Figure 1. Port wiring (run 1).
Bar = 20 um.
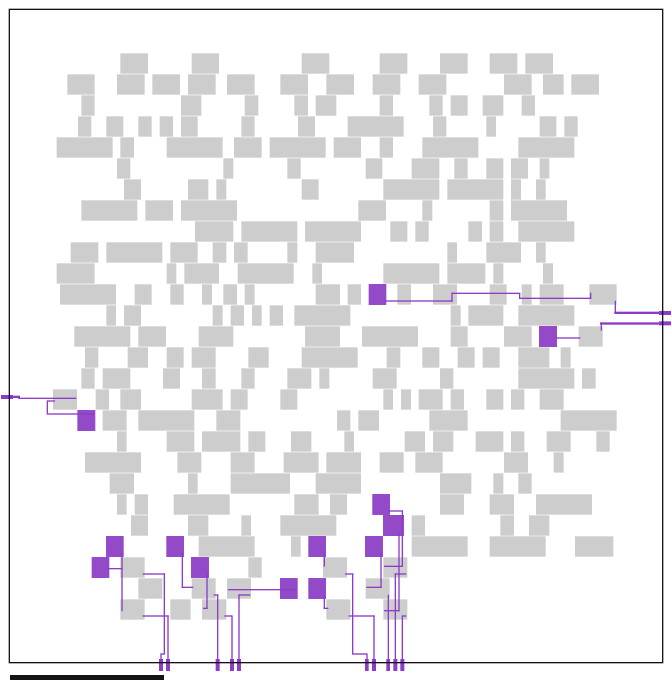
Figure 2. Cell placement (run 1).
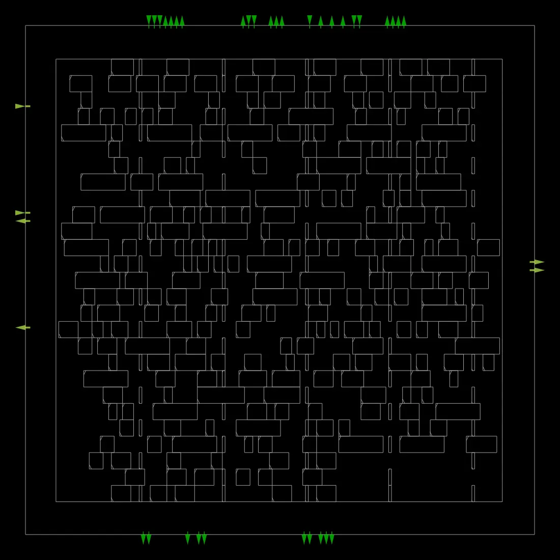
Figure 3. Signal metal coverage by tile (run 1).
17 x 17 tiles, from dark blue (low) to red (high), scaled to the fullest tile. Values are wire area over tile area, all layers added.
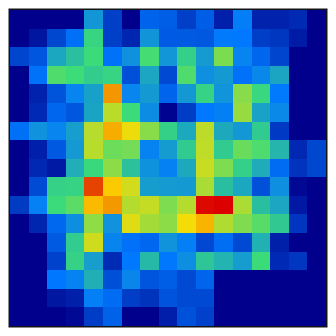
Figure 4. Supply network (run 1).
Bar = 20 um. Pins as bars on the die edge. Tap cells in gray.
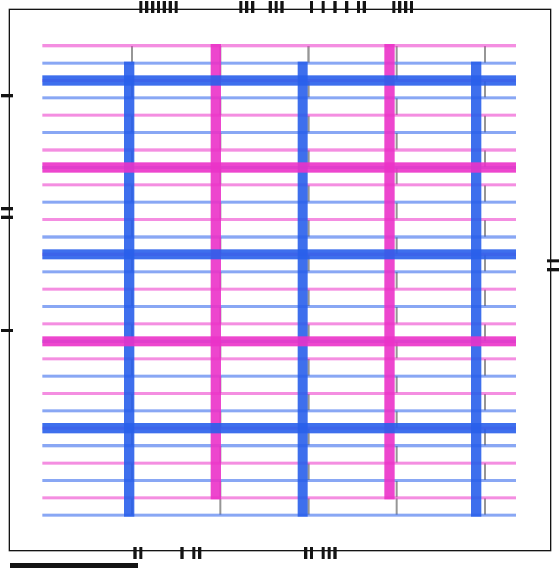
--- src/rtl/vga_80x60_scanout.sv ---
// 640x480@60 scanout of the 80x60 RRRGGGBB framebuffer, 8x8 upscale.
// Optional VGA_TEST_PATTERN_EN adds TEST_MODE (8 vertical colour bars).
module vga_80x60_scanout #(
  parameter int H_VISIBLE = 640,
  parameter int H_FP      = 16,
  parameter int H_SYNC    = 96,
  parameter int H_BP      = 48,
  parameter int V_VISIBLE = 480,
  parameter int V_FP      = 10,
  parameter int V_SYNC    = 2,
  parameter int V_BP      = 33
) (
  input  logic        CLK_50MHz,
  input  logic        RST,
`ifdef VGA_TEST_PATTERN_EN
  input  logic        TEST_MODE,
`endif
  output logic [12:0] RA2,
  input  logic [7:0]  RD2,
  output logic        VGA_HS,
  output logic        VGA_VS,
  output logic [3:0]  VGA_R,
  output logic [3:0]  VGA_G,
  output logic [3:0]  VGA_B,
  output logic        VBLANK,
  output logic        FRAME_TICK
);

  localparam int HT  = H_VISIBLE + H_FP + H_SYNC + H_BP;
  localparam int VT  = V_VISIBLE + V_FP + V_SYNC + V_BP;
  localparam int HS0 = H_VISIBLE + H_FP;
  localparam int HS1 = HS0 + H_SYNC - 1;
  localparam int VS0 = V_VISIBLE + V_FP;
  localparam int VS1 = VS0 + V_SYNC - 1;

  logic       px_en_q;
  logic [9:0] hcnt_q, hcnt_d;
  logic [9:0] vcnt_q, vcnt_d;
  logic       hs_q, vs_q, vblank_q, tick_q;
  logic [3:0] r_q, g_q, b_q;

  logic       h_last, v_last, active;
  logic [7:0] pix;
  logic       hs_d, vs_d, vblank_d, tick_d;
  logic [3:0] r_d, g_d, b_d;

  assign h_last = (hcnt_q == 10'(HT - 1));
  assign v_last = (vcnt_q == 10'(VT - 1));

  always_comb begin
    hcnt_d = hcnt_q;
    vcnt_d = vcnt_q;
    if (px_en_q) begin
      if (h_last) begin
        hcnt_d = '0;
        vcnt_d = v_last ? '0 : vcnt_q + 10'd1;
      end else begin
        hcnt_d = hcnt_q + 10'd1;
      end
    end
  end

  assign active = (hcnt_q < 10'(H_VISIBLE))
               && (vcnt_q < 10'(V_VISIBLE));

  // Blank-time address parks at 0 so RA2 never leaves the RAM.
  assign RA2 = active ? {vcnt_q[8:3], hcnt_q[9:3]} : '0;

`ifdef VGA_TEST_PATTERN_EN
  logic [6:0] col;
  logic [2:0] bar;
  assign col = hcnt_q[9:3];
  assign bar = 3'(col / 7'd10);
  assign pix = TEST_MODE
             ? {{3{bar[2]}}, {3{bar[1]}}, {2{bar[0]}}}
             : RD2;
`else
  assign pix = RD2;
`endif

  always_comb begin
    hs_d     = !((hcnt_q >= 10'(HS0)) && (hcnt_q <= 10'(HS1)));
    vs_d     = !((vcnt_q >= 10'(VS0)) && (vcnt_q <= 10'(VS1)));
    vblank_d = (vcnt_q >= 10'(V_VISIBLE));
    tick_d   = px_en_q && (hcnt_q == '0)
            && (vcnt_q == 10'(V_VISIBLE));
    r_d      = '0;
    g_d      = '0;
    b_d      = '0;
    if (active) begin
      r_d = {pix[7:5], pix[7]};
      g_d = {pix[4:2], pix[4]};
      b_d = {pix[1:0], pix[1:0]};
    end
  end

  always_ff @(posedge CLK_50MHz) begin
    if (RST) begin
      px_en_q  <= 1'b0;
      hcnt_q   <= '0;
      vcnt_q   <= '0;
      hs_q     <= 1'b1;
      vs_q     <= 1'b1;
      r_q      <= '0;
      g_q      <= '0;
      b_q      <= '0;
      vblank_q <= 1'b0;
      tick_q   <= 1'b0;
    end else begin
      px_en_q <= ~px_en_q;
      hcnt_q  <= hcnt_d;
      vcnt_q  <= vcnt_d;
      tick_q  <= tick_d;
      if (px_en_q) begin
        hs_q     <= hs_d;
        vs_q     <= vs_d;
        r_q      <= r_d;
        g_q      <= g_d;
        b_q      <= b_d;
        vblank_q <= vblank_d;
      end
    end
  end

  assign VGA_HS     = hs_q;
  assign VGA_VS     = vs_q;
  assign VGA_R      = r_q;
  assign VGA_G      = g_q;
  assign VGA_B      = b_q;
  assign VBLANK     = vblank_q;
  assign FRAME_TICK = tick_q;

endmodule

--- config.mk ---
export PLATFORM = sky130hd
export DESIGN_NAME = vga_80x60_scanout
export DESIGN_NICKNAME = d
export VERILOG_FILES = /design/src/rtl/vga_80x60_scanout.sv
export SDC_FILE = /design/constraint.sdc
export NUM_CORES = 1
export LEC_CHECK = 0
export CELL_PAD_IN_SITES_DETAIL_PLACEMENT = 1
export CELL_PAD_IN_SITES_GLOBAL_PLACEMENT = 2
export CORE_MARGIN = 5
export CORE_UTILIZATION = 32
export CTS_CLUSTER_DIAMETER = 40
export DETAILED_ROUTE_END_ITERATION = 6
export GPL_TIMING_DRIVEN = 0
export PLACE_DENSITY_LB_ADDON = 0.1
export SYNTH_ARGS = -nofsm -noshare
export SYNTH_HDL_FRONTEND = slang
export SYNTH_SLANG_ARGS = --single-unit
--- constraint.sdc ---
create_clock -name CLK_50MHz -period 2.7 [get_ports CLK_50MHz]
set_clock_uncertainty 0.15 [all_clocks]
set_input_delay 0.54 -clock CLK_50MHz [delete_from_list [all_inputs] [get_ports CLK_50MHz]]
set_output_delay 0.54 -clock CLK_50MHz [all_outputs]
set_load 0.02 [all_outputs]
==> flow_summary.ini, run 1 <==
; implementation run metrics
[sta]
min_period_ns = 2.63
tns_ns = 0
tightest_slew_ns = 0.566
grt_setup_unrepaired = false
fmax_ghz = 0.381
setup_ws_ns = 0.0748
period_used_share = 0.972
slew_headroom = 0.623
slew_viol_final = 0
setup_viol = 0
hold_viol = 0
hold-worst-slack_ns = 0.323

[clock_tree]
holdBufCountCts = 0
clock-sinks = 33
numCtsBuffers = 5
path_clk_slew_ns = 0.07
cts_tree = done
htreeDepth = 2
clk_path_buf_depth = 2
clk_latency_ns = 0.29

[global_route]
grt_first_pass_wirelength_um = 8340
overflow = 0
antenna_found_initial = 0
grt_use_total = 0.146
grt_max_degree = 11
grt_pass1_vias = 1649
use_met1 = 0.189
gr-usage-met2 = 0.244
top_usage_layer = met2
met3_usage = 0.0294

[cells_and_area]
stdcell_area_um2 = 2320
fin_nets = 264
ff_latch_area_um2 = 661
area_growth_pct = 31.0
logic_area_um2 = 976
drive_gt1_frac = 0.152
n_antenna_cell = 0

[floorplan]
dieWidth_um = 84.5
fp_util = 0.326
chipArea_um2 = 7130
die_h_um = 84.5

[logic_synthesis]
synth_flops = 33
synth_nets = 219
syn_area_per_cell_um2 = 8.70
ff_type = dfxtp_1
yosys.cell_types.count = 43
postSynthCellCount = 204
ys_cells = 204
synthesis.area_um2 = 1770
synthTopCellsByCount = dfxtp_1, nand3_1, nor2_1, a21oi_1, and2_1
yosys_area_um2 = 1770
top_cell = dfxtp_1
ys_seq_frac = 0.372
top_area_frac = 0.372

[power_and_ir_drop]
p_sw_w = 0.000245
ir_drop_mv = 0.239
p_int_w = 0.000725
p_leak_nw = 0.928
p_seq_frac = 0.521
p_comb_frac = 0.100
clockPowerShare = 0.379
swShare = 0.253
total_power_w = 0.000971

[setup_path]
rr_startpoint = hcnt_q[0]
rrSetupSlack_ns = 0.79
cp-end-kind = output pin
required_ns = 2.01
r2r_end = vcnt_q[3]
endpoint = RA2[6]
crit_arrival_ns = 1.94

[flow_run]
warnings = 29
cap_violations = 0

[drt]
routed_wl_um = 4990
vias = 1574
drt_first_pass_iters = 5
via_per_inst = 4.89
route.detailed.drc = 0
ant_nets = 0
drt-wirelength-per-cell_um = 15.5
dr.first_iter.drc_count = 53

[placement]
gp_congestion = 0.755
dpl_worst_slack_ns = 0.0466
post-dp-hpwl_um = 3730
placed_area_um2 = 2230

[worst_hold_path]
hold_class = register to register

[outcome]
status = finished clean
Back to the opening pictures, Figure 1:
purple -> `RA2`  # bits 13, direction output, end cells 13, buffers 13, wire 225 um

Back to the opening pictures, Figure 2:
registers: 33
core area: 5440 um2
final core utilization: 0.427
Final Non-Filler Cells: 322
# rows: 27

Back to the opening pictures, Figure 3:
tiles over half the peak = 16%
emptiest ninth of the die = lower right
densest ninth of the die = center
mean over tiles = 0.11
fullest tile = 0.40

Back to the opening pictures, Figure 4:
blue -> VSS
magenta -> VDD
rows = 27
met5 straps = 5
met4 straps = 5
tap cells = 72
signal pins = 39

-- run 1: placed cells by master, fill, tap and decap left out, drive strengths merged, types with 3 or more instances in the layout --
cell	netlist	final
and4	4	4
nor3	8	8
xor2	11	11
and2	13	13
dlygate4sd2	0	12
nand2	8	8
nor2	16	16
clkbuf	10	16
a21oi	15	15
nor4b	3	3
and3	4	4
nor4	4	4
nand2b	10	10
buf	9	10
ha	5	5
clkdlybuf4s50	0	25
inv	4	4
nand3	20	20
nand4	8	8
dfxtp	33	33
-- run 1: critical path, cell delays in order, from the launching register on --
cell and delay (ns):
dfxtp_1 0.37, and4_1 0.28, nor2_2 0.18, and3_1 0.21, clkdlybuf4s50_1 0.61
-- run 1: worst min-delay path by stage --
stage | start | endpoint | cells past startpoint
2_1_floorplan | vcnt_q[0] | vcnt_q[0] | 2
3_3_place_gp | VGA_G[1] | VGA_G[1] | 2
3_5_place_dp | VGA_G[2] | VGA_G[2] | 2
4_1_cts | RST | hcnt_q[9] | 2
5_1_grt | RST | vcnt_q[8] | 2
6_report | VGA_G[1] | VGA_G[1] | 2
-- run 1: layout make-up --
class,count,area share
buffer,19,0.0587
tap,72,0.0388
clock inverter,2,0.00431
clock buffer,6,0.0312
sequential,33,0.284
multi-input combinational,148,0.420
timing repair buffer,38,0.156
inverter,4,0.00646
-- run 1: kinds of logic after synthesis --
group | Yosys count | share of synthesized area
multiplexers | 2 | 0.0113
buffers and inverters | 23 | 0.0818
flip-flops | 33 | 0.372
AND/OR/NAND/NOR | 107 | 0.365
adder cells (fa/ha/maj) | 5 | 0.0353
XOR/XNOR | 13 | 0.0642
AND-OR/OR-AND | 21 | 0.0705
-- run 1: power groups by stage --
stage	clock network (W)	logic (W)	registers, W
after floorplan	0	0.0000433	0.000524
after global placement	0	0.0000987	0.000516
after detailed placement	0	0.0000991	0.000517
after CTS	0.000383	0.0000997	0.000506
after global routing	0.000398	0.000107	0.000507
final	0.000368	0.0000971	0.000506
-- run 1: stage by stage --
stage / utilization / instances
floorplan: - / 204
finish: 0.427 / 322
CTS: 0.427 / 322
detailed placement: 0.411 / 313
global placement: 0.411 / 313
global route: 0.427 / 322
-- run 1: sequential cells by signal, summed over array words and instances, names as in the netlist --
| signal | count |
|---|---|
| hcnt_q | 10 |
| vcnt_q | 10 |
| VGA_G | 3 |
| VGA_R | 3 |
| VGA_B | 2 |
| FRAME_TICK | 1 |
| VBLANK | 1 |
| VGA_HS | 1 |
| VGA_VS | 1 |
| px_en_q | 1 |
-- run 1: what timing repair did --
item,in CTS,in global routing
setup buffers,1,0
setup endpoints to repair,13,0
gates resized,17,0
-- run 1: layer usage --
metal	wire length (um)	vias to the layer above
met5	0	-
met4	58	0
met3	109	7
met2	2380	15
met1	2440	759
li1	-	793
Figure 5. Placement by cell class (run 1).
Fill, decap, tap and diode cells in gray.
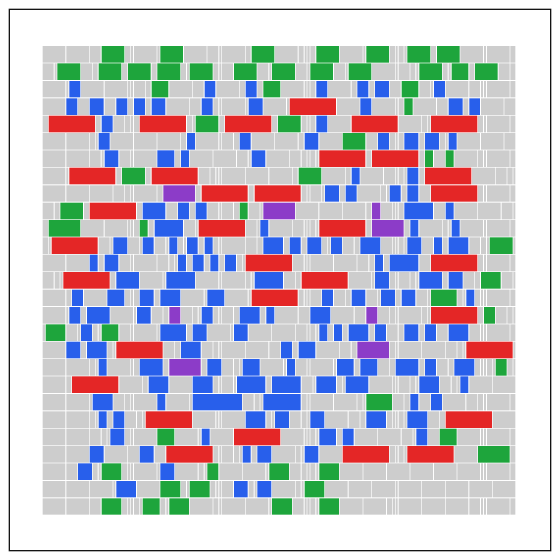

==> inputs of run 2 (changes only) <==
--- a/config.mk
+++ b/config.mk
@@ -12,7 +12,7 @@
 export CTS_CLUSTER_DIAMETER = 40
 export DETAILED_ROUTE_END_ITERATION = 6
 export GPL_TIMING_DRIVEN = 0
-export PLACE_DENSITY_LB_ADDON = 0.1
+export PLACE_DENSITY = 0.95
 export SYNTH_ARGS = -nofsm -noshare
 export SYNTH_HDL_FRONTEND = slang
 export SYNTH_SLANG_ARGS = --single-unit
Figure 6. Placement by cell class (run 2).
Fill, decap, tap and diode cells in gray.
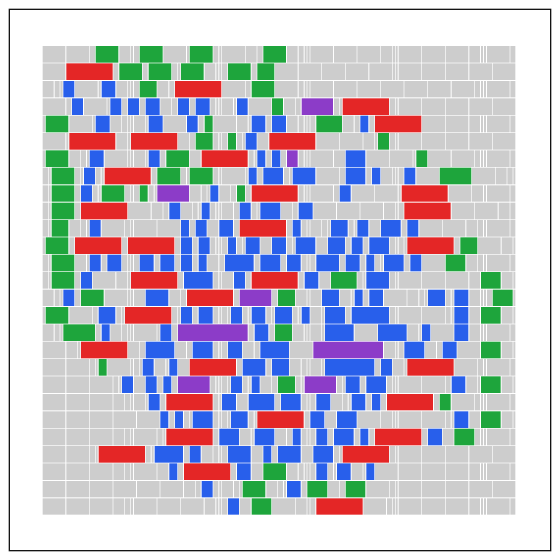
purple -> clock drivers and dummy loads  # cells 8
red -> registers  # cells 33
green -> remaining buffers and delay cells  # cells 57
blue -> remaining logic cells  # cells 152

==> run 2 against run 1 <==
Effect of this change:
- final area up 2.0%
- total power up 20%
- clock power increased by 52%
- routed wire length is 1.8% lower
- hold slack better by 0.0043 ns
- critical endpoint unchanged
- final cell count is the same
- utilization grew 0.87 points
- non-clock buffer count unchanged
- synthesized area unchanged
- via count grew 3.8%
==> flow_summary.ini, run 2 <==
; implementation run metrics
[logic_synthesis]
yosys_area_um2 = 1770
top_cell = dfxtp_1
ys_cells = 204
synth_nets = 219
ys_seq_frac = 0.372
postSynthCellCount = 204
top_area_frac = 0.372
ff_type = dfxtp_1
synthesis.area_um2 = 1770
syn_area_per_cell_um2 = 8.70

[global_route]
grt_pass1_vias = 1717
overflow = 0
grt_use_total = 0.149
antenna_found_initial = 0

[sta]
slew_viol_final = 0
hold-worst-slack_ns = 0.327
grt_setup_unrepaired = false
hold_viol = 0
period_used_share = 0.955
min_period_ns = 2.58
tightest_slew_ns = 0.497
slew_headroom = 0.669
tns_ns = 0

[cells_and_area]
ff_latch_area_um2 = 661
layout_top_cells = dfxtp_1, clkdlybuf4s50_1, nand3_1, nor2_1, a21oi_1
top_regs = hcnt_q: 10 flops, vcnt_q: 10 flops
fin_nets = 264
drive_gt1_frac = 0.160
logic_area_um2 = 976

[setup_path]
path_cells = and4_1 > nor2_2 > and3_1 > clkdlybuf4s50_1
slowest_delay_ns = 0.61
required_ns = 2.01
crit_arrival_ns = 1.89

[clock_tree]
clock-sinks = 33
clk_path_buf_depth = 2
clk_latency_ns = 0.29
holdBufCountCts = 0
path_clk_slew_ns = 0.07
cts_tree = done
htreeDepth = 2

[floorplan]
die_h_um = 84.5
core_area_um2 = 5440
chipArea_um2 = 7130
fp_util = 0.326

[placement]
place_inst = 313
post-dp-hpwl_um = 3490
gp_congestion = 0.770

[drt]
drt-wirelength-per-cell_um = 15.2
route.detailed.drc = 0
via_per_inst = 5.07
vias = 1634
routed_wl_um = 4900
drt_first_pass_iters = 4

[outcome]
status = finished clean

[worst_hold_path]
hold_class = register to register

[flow_run]
cap_violations = 0

[power_and_ir_drop]
ir_drop_mv = 0.223
p_leak_nw = 0.948
Figure 7. Port wiring (run 2).
Bar = 20 um.
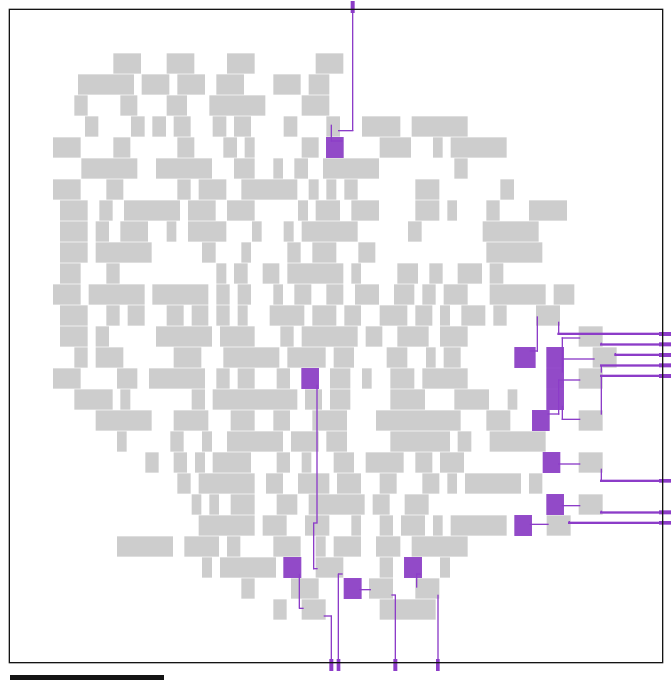
purple -> `RA2`  # bits 13, direction output, end cells 13, buffers 13, wire 203 um

==> run 2: cell count changes in the layout (fill, tap and decap cells not counted) <==
cell | before | now
clkbuf_2 | 2 | 3
bufinv_16 | 0 | 2
clkinv_2 | 2 | 1
dlygate4sd2_1 | 12 | 11
clkbuf_1 | 6 | 5
==> run 2: per-stage QoR <==
stage	utilization	area (um2)	setup WS (ns)
after detailed placement	0.411	2230	0.0361
final	0.436	2370	0.120
after floorplan	-	1770	0.795
after global routing	0.436	2370	0.0257
after global placement	0.411	2230	0.0677
after CTS	0.435	2370	0.0177
==> run 2: cells by family (layout without fill, tap and decap cells) <==
group / Yosys count / after routing / share of synthesized area
DFF: 33 / 33 / 0.372
buffers and inverters: 23 / 69 / 0.0818
muxes: 2 / 2 / 0.0113
xor gates and xnor gates: 13 / 13 / 0.0642
and+or+nand+nor: 107 / 107 / 0.365
adders and majority gates: 5 / 5 / 0.0353
AOI/OAI and AO/OA: 21 / 21 / 0.0705
==> run 2: worst max-delay path, delay by kind of cell (launching register included) <==
kind	cells	cell delay, ns
and+or+nand+nor	3	0.61
buffers and inverters	1	0.61
DFF	1	0.37
==> run 2: layout make-up <==
type / count / share of cell area
tap: 72 / 0.0380
sequential: 33 / 0.279
timing repair buffer: 38 / 0.151
clock inverter: 3 / 0.0274
clock buffer: 5 / 0.0290
inverter: 4 / 0.00633
buffer: 19 / 0.0575
multi-input combinational: 148 / 0.412
==> run 2: worst paths after layout <==
| path | start | endpoint | slack [ns] | cells after the start |
|---|---|---|---|---|
| max | vcnt_q[7] | RA2[6] | 0.12 | 4 |
| min | VGA_R[1] | VGA_R[1] | 0.33 | 2 |
| max reg2reg | hcnt_q[0] | vcnt_q[5] | 0.78 | 6 |
| min reg2reg | VGA_R[1] | VGA_R[1] | 0.33 | 2 |
==> run 2: metal layers <==
layer  vias up  global-route usage  wire, um
met4         0              0.0676       123
met2        36               0.245      2420
met3         8              0.0304       211
met5         -                   0         0
li1        792                   -         -
met1       798               0.189      2150
==> run 2: where the power goes <==
part           total (W)  internal [W]  switching (W)
Sequential      0.000505      0.000497     0.00000807
Combinational  0.0000972     0.0000487      0.0000485
Clock           0.000561      0.000367       0.000195
Total            0.00116      0.000913       0.000251
==> run 2: timing repair <==
item	in CTS	in global routing
setup endpoints to repair	12	12
gates resized	15	4
buffers inserted	1	0
Power and IR drop assume default switching activity.
